File: src/rtl/pc_seq_pkg.sv
// Shared PC-source encodings for the PC sequencer and the core control decoder.
package pc_seq_pkg;

    typedef enum logic [1:0] {
        PC_SEL_JUMP  = 2'b00,
        PC_SEL_SEQBR = 2'b01,
        PC_SEL_REG   = 2'b10,
        PC_SEL_RET   = 2'b11
    } pc_sel_e;

endpackage

File: src/rtl/pc_sequencer_if.sv
// Control/target inputs and PC/RAS status outputs of the PC sequencer.
interface pc_sequencer_if #(
    parameter int unsigned N = 16
);
    logic         stall;
    logic [1:0]   pc_sel;
    logic         call;
    logic [N-1:0] jump_addr;
    logic [N-1:0] seq_branch_addr;
    logic [N-1:0] reg_addr;
    logic [N-1:0] pc;
    logic         ras_empty;
    logic         ras_full;
    logic         ras_overflow;
    logic         ras_underflow;

    modport master (
        output stall, pc_sel, call, jump_addr, seq_branch_addr, reg_addr,
        input  pc, ras_empty, ras_full, ras_overflow, ras_underflow
    );

    modport slave (
        input  stall, pc_sel, call, jump_addr, seq_branch_addr, reg_addr,
        output pc, ras_empty, ras_full, ras_overflow, ras_underflow
    );
endinterface

File: src/rtl/ras_stack.sv
// Circular return-address stack: push overwrites the oldest entry when full,
// simultaneous push+pop on a non-empty stack replaces the top in place.
module ras_stack #(
    parameter int unsigned N         = 16,
    parameter int unsigned RAS_DEPTH = 4
) (
    input  logic         clk,
    input  logic         rst,
    input  logic         en,
    input  logic         push,
    input  logic         pop,
    input  logic [N-1:0] push_data,
    output logic [N-1:0] top_data,
    output logic         empty,
    output logic         full,
    output logic         overflow,
    output logic         underflow
);
    localparam int unsigned PW = (RAS_DEPTH > 1) ? $clog2(RAS_DEPTH) : 1;
    localparam int unsigned CW = $clog2(RAS_DEPTH + 1);

    logic [N-1:0]  mem [RAS_DEPTH];
    logic [PW-1:0] tp_q, tp_d, tp_inc, tp_dec, wr_idx;
    logic [CW-1:0] cnt_q, cnt_d;
    logic          empty_q, full_q, ovf_q, unf_q;
    logic          wr_en, ovf_set, unf_set;

    assign tp_inc = (tp_q == PW'(RAS_DEPTH - 1)) ? '0 : tp_q + PW'(1);
    assign tp_dec = (tp_q == '0) ? PW'(RAS_DEPTH - 1) : tp_q - PW'(1);

    // Next pointer/count and write decision
    always_comb begin
        tp_d    = tp_q;
        cnt_d   = cnt_q;
        wr_en   = 1'b0;
        wr_idx  = tp_inc;
        ovf_set = 1'b0;
        unf_set = 1'b0;
        if (en) begin
            if (pop && !empty_q) begin
                if (push) begin
                    wr_en  = 1'b1;
                    wr_idx = tp_q;
                end else begin
                    tp_d  = tp_dec;
                    cnt_d = cnt_q - CW'(1);
                end
            end else begin
                unf_set = pop;
                if (push) begin
                    wr_en  = 1'b1;
                    wr_idx = tp_inc;
                    tp_d   = tp_inc;
                    if (full_q) ovf_set = 1'b1;
                    else        cnt_d   = cnt_q + CW'(1);
                end
            end
        end
    end

    always_ff @(posedge clk) begin
        if (rst) begin
            tp_q    <= '0;
            cnt_q   <= '0;
            empty_q <= 1'b1;
            full_q  <= 1'b0;
            ovf_q   <= 1'b0;
            unf_q   <= 1'b0;
        end else begin
            tp_q    <= tp_d;
            cnt_q   <= cnt_d;
            empty_q <= (cnt_d == '0);
            full_q  <= (cnt_d == CW'(RAS_DEPTH));
            ovf_q   <= ovf_q | ovf_set;
            unf_q   <= unf_q | unf_set;
        end
    end

    always_ff @(posedge clk) begin
        if (rst) begin
            for (int i = 0; i < int'(RAS_DEPTH); i++) mem[i] <= '0;
        end else if (wr_en) begin
            mem[wr_idx] <= push_data;
        end
    end

    assign top_data  = mem[tp_q];
    assign empty     = empty_q;
    assign full      = full_q;
    assign overflow  = ovf_q;
    assign underflow = unf_q;
endmodule

File: src/rtl/pc_sequencer.sv
// Registered program counter with four next-PC sources, stall, and a
// return-address stack for call/return.
module pc_sequencer
    import pc_seq_pkg::*;
#(
    parameter int unsigned  N         = 16,
    parameter int unsigned  RAS_DEPTH = 4,
    parameter logic [N-1:0] RESET_PC  = '0,
    parameter int unsigned  PC_INC    = 1
) (
    input logic          clk,
    input logic          rst,
    pc_sequencer_if.slave bus
);
    localparam logic [N-1:0] INC = N'(PC_INC);

    logic [N-1:0] pc_q, pc_next, pc_inc, top_data;
    logic         ras_en, ras_pop, ras_empty;

    assign pc_inc  = pc_q + INC;
    assign ras_en  = !bus.stall;
    assign ras_pop = (bus.pc_sel == PC_SEL_RET);

    // Return on an empty stack falls through to the sequential address
    always_comb begin
        pc_next = pc_inc;
        case (bus.pc_sel)
            PC_SEL_JUMP:  pc_next = bus.jump_addr;
            PC_SEL_SEQBR: pc_next = bus.seq_branch_addr;
            PC_SEL_REG:   pc_next = bus.reg_addr;
            PC_SEL_RET:   pc_next = ras_empty ? pc_inc : top_data;
            default:      pc_next = pc_inc;
        endcase
    end

    always_ff @(posedge clk) begin
        if (rst)             pc_q <= RESET_PC;
        else if (!bus.stall) pc_q <= pc_next;
    end

    ras_stack #(
        .N         (N),
        .RAS_DEPTH (RAS_DEPTH)
    ) u_ras (
        .clk       (clk),
        .rst       (rst),
        .en        (ras_en),
        .push      (bus.call),
        .pop       (ras_pop),
        .push_data (pc_inc),
        .top_data  (top_data),
        .empty     (ras_empty),
        .full      (bus.ras_full),
        .overflow  (bus.ras_overflow),
        .underflow (bus.ras_underflow)
    );

    assign bus.pc        = pc_q;
    assign bus.ras_empty = ras_empty;
endmodule

File: src/flat_wrapper.sv
// flat-port wrapper written by rule: the top's interface ports become plain ports
module pc_sequencer_flat import pc_seq_pkg::*;
#(
    parameter int unsigned  N         = 16,
    parameter int unsigned  RAS_DEPTH = 4,
    parameter logic [N-1:0] RESET_PC  = '0,
    parameter int unsigned  PC_INC    = 1
)
  (clk, rst, bus_stall, bus_pc_sel, bus_call, bus_jump_addr, bus_seq_branch_addr, bus_reg_addr, bus_pc, bus_ras_empty, bus_ras_full, bus_ras_overflow, bus_ras_underflow);
  pc_sequencer_if #(.N(N)) bus_i ();
  input logic clk;
  input logic rst;
  input wire logic [$bits(bus_i.stall)-1:0] bus_stall;
  input wire logic [$bits(bus_i.pc_sel)-1:0] bus_pc_sel;
  input wire logic [$bits(bus_i.call)-1:0] bus_call;
  input wire logic [$bits(bus_i.jump_addr)-1:0] bus_jump_addr;
  input wire logic [$bits(bus_i.seq_branch_addr)-1:0] bus_seq_branch_addr;
  input wire logic [$bits(bus_i.reg_addr)-1:0] bus_reg_addr;
  output wire logic [$bits(bus_i.pc)-1:0] bus_pc;
  output wire logic [$bits(bus_i.ras_empty)-1:0] bus_ras_empty;
  output wire logic [$bits(bus_i.ras_full)-1:0] bus_ras_full;
  output wire logic [$bits(bus_i.ras_overflow)-1:0] bus_ras_overflow;
  output wire logic [$bits(bus_i.ras_underflow)-1:0] bus_ras_underflow;
  assign bus_i.stall = bus_stall;
  assign bus_i.pc_sel = bus_pc_sel;
  assign bus_i.call = bus_call;
  assign bus_i.jump_addr = bus_jump_addr;
  assign bus_i.seq_branch_addr = bus_seq_branch_addr;
  assign bus_i.reg_addr = bus_reg_addr;
  assign bus_pc = bus_i.pc;
  assign bus_ras_empty = bus_i.ras_empty;
  assign bus_ras_full = bus_i.ras_full;
  assign bus_ras_overflow = bus_i.ras_overflow;
  assign bus_ras_underflow = bus_i.ras_underflow;
  pc_sequencer #(.N(N), .RAS_DEPTH(RAS_DEPTH), .RESET_PC(RESET_PC), .PC_INC(PC_INC)) u_core (.clk(clk), .rst(rst), .bus(bus_i));
endmodule
File: config.mk
export PLATFORM = sky130hd
export DESIGN_NAME = pc_sequencer_flat
export DESIGN_NICKNAME = d
export VERILOG_FILES = /design/src/rtl/pc_seq_pkg.sv /design/src/rtl/pc_sequencer_if.sv /design/src/rtl/ras_stack.sv /design/src/rtl/pc_sequencer.sv /design/src/flat_wrapper.sv
export SDC_FILE = /design/constraint.sdc
export NUM_CORES = 1
export LEC_CHECK = 0
export CORE_MARGIN = 2
export CORE_UTILIZATION = 30
export DETAILED_ROUTE_END_ITERATION = 7
export DONT_BUFFER_PORTS = 1
export PLACE_DENSITY = 0.55
export SLEW_MARGIN = 10
export SYNTH_ARGS = -nofsm -noshare
export SYNTH_HDL_FRONTEND = slang
export SYNTH_SLANG_ARGS = --single-unit
File: constraint.sdc
create_clock -name clk -period 3.7 [get_ports clk]
set_input_delay 0.555 -clock clk [delete_from_list [all_inputs] [get_ports clk]]
set_output_delay 0.555 -clock clk [all_outputs]
set_load 0.1 [all_outputs]
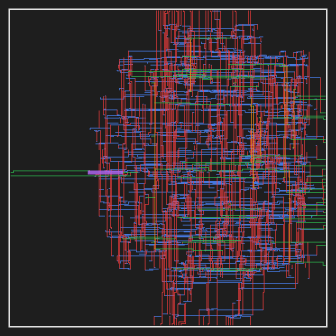
Fig. 1. Routed metal, one color a layer (run 1).
Key: red = metal 2 [wire length 6,940 um]; green = metal 3 [wire length 1,030 um]; orange = metal 4 [wire length 297 um]; blue = metal 1 [wire length 5,440 um]; purple = metal 5 [wire length 12.9 um]

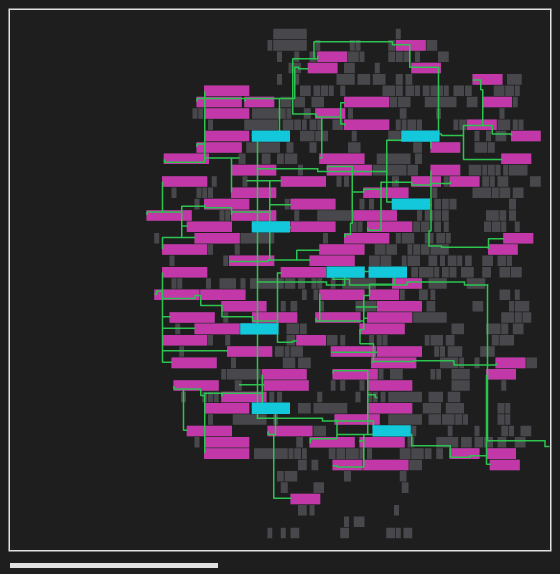
Fig. 2. Clock network drawn from the DEF (run 1).
Bar = 50 um.
Key: green = clock wires [length 1,210 um]; cyan = clock drivers [count 9]; magenta = flip-flops [count 91]
There are 10 routed clock nets.

==> job_summary.md, run 1 <==
### Flow metrics

| Metric | Value |
|---|---|
| Post-synthesis cell count | `448` |
| WHS Path Cells | `1` |
| Critical path origin | `u_core.u_ras.tp_q[0]$_SDFFE_PP0N_` |
| Post-synth top area share | `40.7%` |
| Library cell with the largest summed area after synthesis | `edfxtp_1` |
| Class of the worst hold path | `input port to flip-flop` |
| Via count of the first global-routing pass | `3,609` |
| Maximum number of pins on one net before global-route repair | `42` |
| Crit path time final | `2.60 ns` |
| Power after layout | `2.42 mW` |
| Worst hold-check slack | `0.286 ns` |
| First-pass GRT wire length | `20,500 um` |
| Die width | `130 um` |
| Total GRT Usage | `16.6%` |
| Number of warning messages in the logs | `28` |
| Remaining global-route overflow | `0` |
| Worst reg2reg setup slack | `1.10 ns` |
| Critical register-to-register path startpoint | `u_core.u_ras.tp_q[0]$_SDFFE_PP0N_` |
| Hold endpoint | `u_core.u_ras.cnt_q[0]$_SDFF_PP0_` |
| Most numerous cell in the Yosys netlist | `nor2_1` |
| Synthesized registers | `91` |
| Worst Hold Launch | `rst` |
| Switch Pwr | `691 uW` |
| Actual transition at the worst max-transition pin | `0.967 ns` |
| Unrepaired setup endpoints after global routing | `false` |
| Top cells by count | `nor2_1 (93), edfxtp_1 (64), dfxtp_1 (27)` |
| Summed instance area of the synthesized netlist | `4730 sq um` |
| Result of the run | `finished, final reports clean` |
| Critical path endpoint category | `flip-flop` |
| Post-cts repair resize count | `0` |
| Biggest area contributors in the synthesized netlist | `edfxtp_1 (41%), dfxtp_1 (11%), mux4_2 (8.6%), nor2_1 (7.4%), o21ai_0 (2.8%)` |
| Net total in the final layout | `515` |
| Comb. pwr | `391 uW` |
| Clock share of power | `35.0%` |
| Longest Clk Path Bufs | `2` |
| CP required | `3.67 ns` |
| Cell type of the slowest stage on the worst timing path | `nand2_1` |
| Non-Filler Instances | `673` |
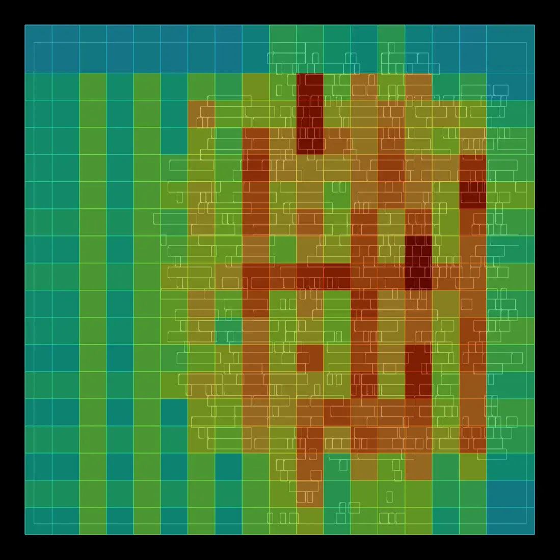
Fig. 3. Track usage over the die (run 1).
routing usage on met3: 3.76%
met1 capacity usage during global routing: 20.6%
post-layout util: 34.7%

run 1: routing by layer:
metal / GRT usage (%) / up-vias / share of wire [%]
met5: 0 / - / 0.088
met4: 5.76 / 2 / 2.2
met3: 3.76 / 25 / 7.5
met2: 28.5 / 112 / 51
met1: 20.6 / 1766 / 40
li1: - / 1641 / -
run 1: metrics by stage:
step | area (sq um) | utilization (%)
finish | 5320 | 34.7
global route | 5320 | 34.7
CTS | 5320 | 34.7
detailed placement | 5050 | 33.0
global placement | 5050 | 33.0
floorplan | 4730 | -
run 1: cell families after synthesis:
family,after synthesis,share of synthesized area [%]
and+or+nand+nor,170,17.4
xor gates and xnor gates,14,2.59
adders and majority gates,5,1.32
DFF,91,52.1
AOI/OAI and AO/OA,91,12.4
buffers and inverters,56,4.95
muxes,21,9.24
run 1: flip-flops by register name, summed over array words and instances (netlist names), named ones only:
register and flops:
u_core.u_ras.mem 64, u_core.bus.pc 16, u_core.u_ras.cnt_q 3, u_core.u_ras.tp_q 2, u_core.u_ras.empty 1, u_core.u_ras.full 1
u_core.u_ras.overflow 1, u_core.u_ras.underflow 1
run 1: placed cells by master, fill, tap and decap left out, drive strengths merged, types with 4 or more instances in the layout:
cell type,netlist,routed
inv,28,28
edfxtp,64,64
nor3,8,8
nor2,93,93
dfxtp,27,27
nand2b,8,8
nand2,24,24
nand3,8,8
xor2,4,4
buf,16,25
a21oi,20,20
nor4,7,7
a31oi,4,4
xnor2,10,10
o21ai,34,34
nor2b,4,4
and3,7,7
ha,5,5
clkbuf,12,13
a211oi,4,4
mux4,18,18
a221oi,10,10
run 1: final cells by class:
type                       instances  area (sq um)
antenna                            1          2.50
clock buffer                      13           250
clock inverter                     3          15.0
fill                            1546         10000
inverter                          28           105
multi-input combinational        301          2030
sequential                        91          2460
tap                              211           264
timing repair buffer              25           188
Fig. 4: run 1, M2 wires
Cells faint in the background.
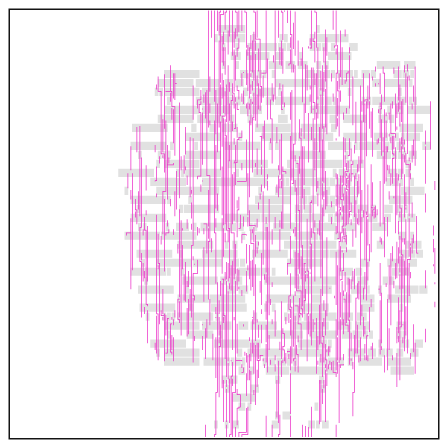

==> inputs of run 2 (changes only) <==
--- a/config.mk
+++ b/config.mk
@@ -9,7 +9,7 @@
 export CORE_UTILIZATION = 30
 export DETAILED_ROUTE_END_ITERATION = 7
 export DONT_BUFFER_PORTS = 1
-export PLACE_DENSITY = 0.55
+export PLACE_DENSITY = 0.56
 export SLEW_MARGIN = 10
 export SYNTH_ARGS = -nofsm -noshare
 export SYNTH_HDL_FRONTEND = slang
==> constraint.sdc (replaced) <==
create_clock -name clk -period 2.3 [get_ports clk]
set_input_delay 0.345 -clock clk [delete_from_list [all_inputs] [get_ports clk]]
set_output_delay 0.345 -clock clk [all_outputs]
set_load 0.1 [all_outputs]
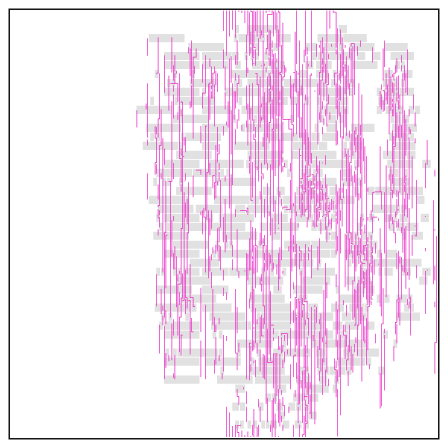
Fig. 5. M2 wires (run 2).
Cells faint in the background.
The longest straight run is 58.8 um. The layer carries 6,630 um of wire. 454 nets have wire on it.
total wire length: 13,200 um
via count: 3,553
GRT met2 Usage: 28.4%

==> run 2 against run 1 <==
Hold slack got worse by 0.21 ns; global-route usage fell by 0.48 points; clock-buffer cell count fell by 1; sequential share of layout area fell by 0.99 points; register-to-register slack got worse by 0.92 ns; clock power rose by 78%; combinational power rose by 65%; die area did not move; critical path type unchanged.
==> job_summary.md, run 2 <==
### Flow metrics

| Metric | Value |
|---|---|
| Result of the run | `finished, final reports clean (unchanged)` |
| Post-layout util | `35.6% (was 34.7%)` |
| Actual transition at the worst max-transition pin | `0.690 ns (was 0.967 ns)` |
| Dominant logic cell type in the layout | `nor2_1 (unchanged)` |
| Crit path time final | `2.13 ns (was 2.60 ns)` |
| Clock share of power | `37.3% (was 35.0%)` |
| Number of warning messages in the logs | `28 (unchanged)` |
| Remaining global-route overflow | `0 (unchanged)` |
| Xor/xnor share | `2.59% (unchanged)` |
| Post-synthesis cell count | `448 (unchanged)` |
| Switch Pwr | `1.11 mW (was 691 uW)` |
| Power after layout | `4.06 mW (was 2.42 mW)` |
| Number of flip-flops under the largest register name | `64 (unchanged)` |
| Cell type of the slowest stage on the worst timing path | `dfxtp_1 (was nand2_1)` |
| Post-synth top area share | `40.7% (unchanged)` |
| Post-cts repair resize count | `0 (unchanged)` |
| Synthesized registers | `91 (unchanged)` |
| Die width | `130 um (unchanged)` |
| Compound Share, Synth | `12.4% (unchanged)` |
| Critical register-to-register path startpoint | `u_core.u_ras.tp_q[0]$_SDFFE_PP0N_ (unchanged)` |
| Critical path origin | `u_core.u_ras.tp_q[0]$_SDFFE_PP0N_ (unchanged)` |
| Top cells by count | `nor2_1 (93), edfxtp_1 (64), dfxtp_1 (27) (unchanged)` |
| Critical path endpoint category | `flip-flop (unchanged)` |
| Biggest area contributors in the synthesized netlist | `edfxtp_1 (41%), dfxtp_1 (11%), mux4_2 (8.6%), nor2_1 (7.4%), o21ai_0 (2.8%) (unchanged)` |
| First-pass GRT wire length | `20,600 um (was 20,500 um)` |
| Simple Share, Synth | `17.4% (unchanged)` |
| Antenna diode instance count | `0 (was 1)` |
| Class of the worst hold path | `input port to flip-flop (unchanged)` |
| Most numerous cell in the Yosys netlist | `nor2_1 (unchanged)` |
-- run 2: cell counts after synthesis --
No cell type changed its count.
-- run 2: worst min-delay path by stage --
| stage | endpoint | slack [ns] | depth (start not counted) |
|---|---|---|---|
| final | u_core.bus.pc[11]$_SDFFE_PP0N_ | 0.07 | 1 |
| after global placement | u_core.u_ras.underflow$_SDFF_PP0_ | 0.42 | 1 |
| after detailed placement | u_core.u_ras.underflow$_SDFF_PP0_ | 0.43 | 1 |
| after floorplan | u_core.u_ras.cnt_q[1]$_SDFF_PP0_ | 0.49 | 2 |
| after CTS | u_core.bus.pc[11]$_SDFFE_PP0N_ | 0.07 | 1 |
| after global routing | u_core.bus.pc[11]$_SDFFE_PP0N_ | 0.06 | 1 |
-- run 2: per-layer routing --
layer,global-route usage [%],vias up,routed length (um)
met4,4.81,0,227
met5,0,-,0
met3,2.89,20,800
li1,-,1665,-
met2,28.4,112,6630
met1,20.2,1756,5530
-- run 2: through the flow --
step           hold WS, ns  instances  worst slack (ns)
6_report            0.0730        683             0.175
5_1_grt             0.0635        683             0.106
4_1_cts             0.0680        683             0.226
3_5_place_dp         0.426        667             0.246
3_3_place_gp         0.422        667             0.321
2_1_floorplan        0.487        448           0.00429
-- run 2: layout make-up --
| cell class | count | area (sq um) | area share [%] |
|---|---|---|---|
| Tap cell | 211 | 264 | 4.84 |
| Multi-Input combinational cell | 301 | 2030 | 37.3 |
| Inverter | 28 | 105 | 1.93 |
| Clock buffer | 12 | 256 | 4.71 |
| Sequential cell | 91 | 2470 | 45.3 |
| Timing Repair Buffer | 36 | 270 | 4.96 |
| Clock inverter | 4 | 50.0 | 0.918 |
Power is estimated from default activity; no workload was simulated.
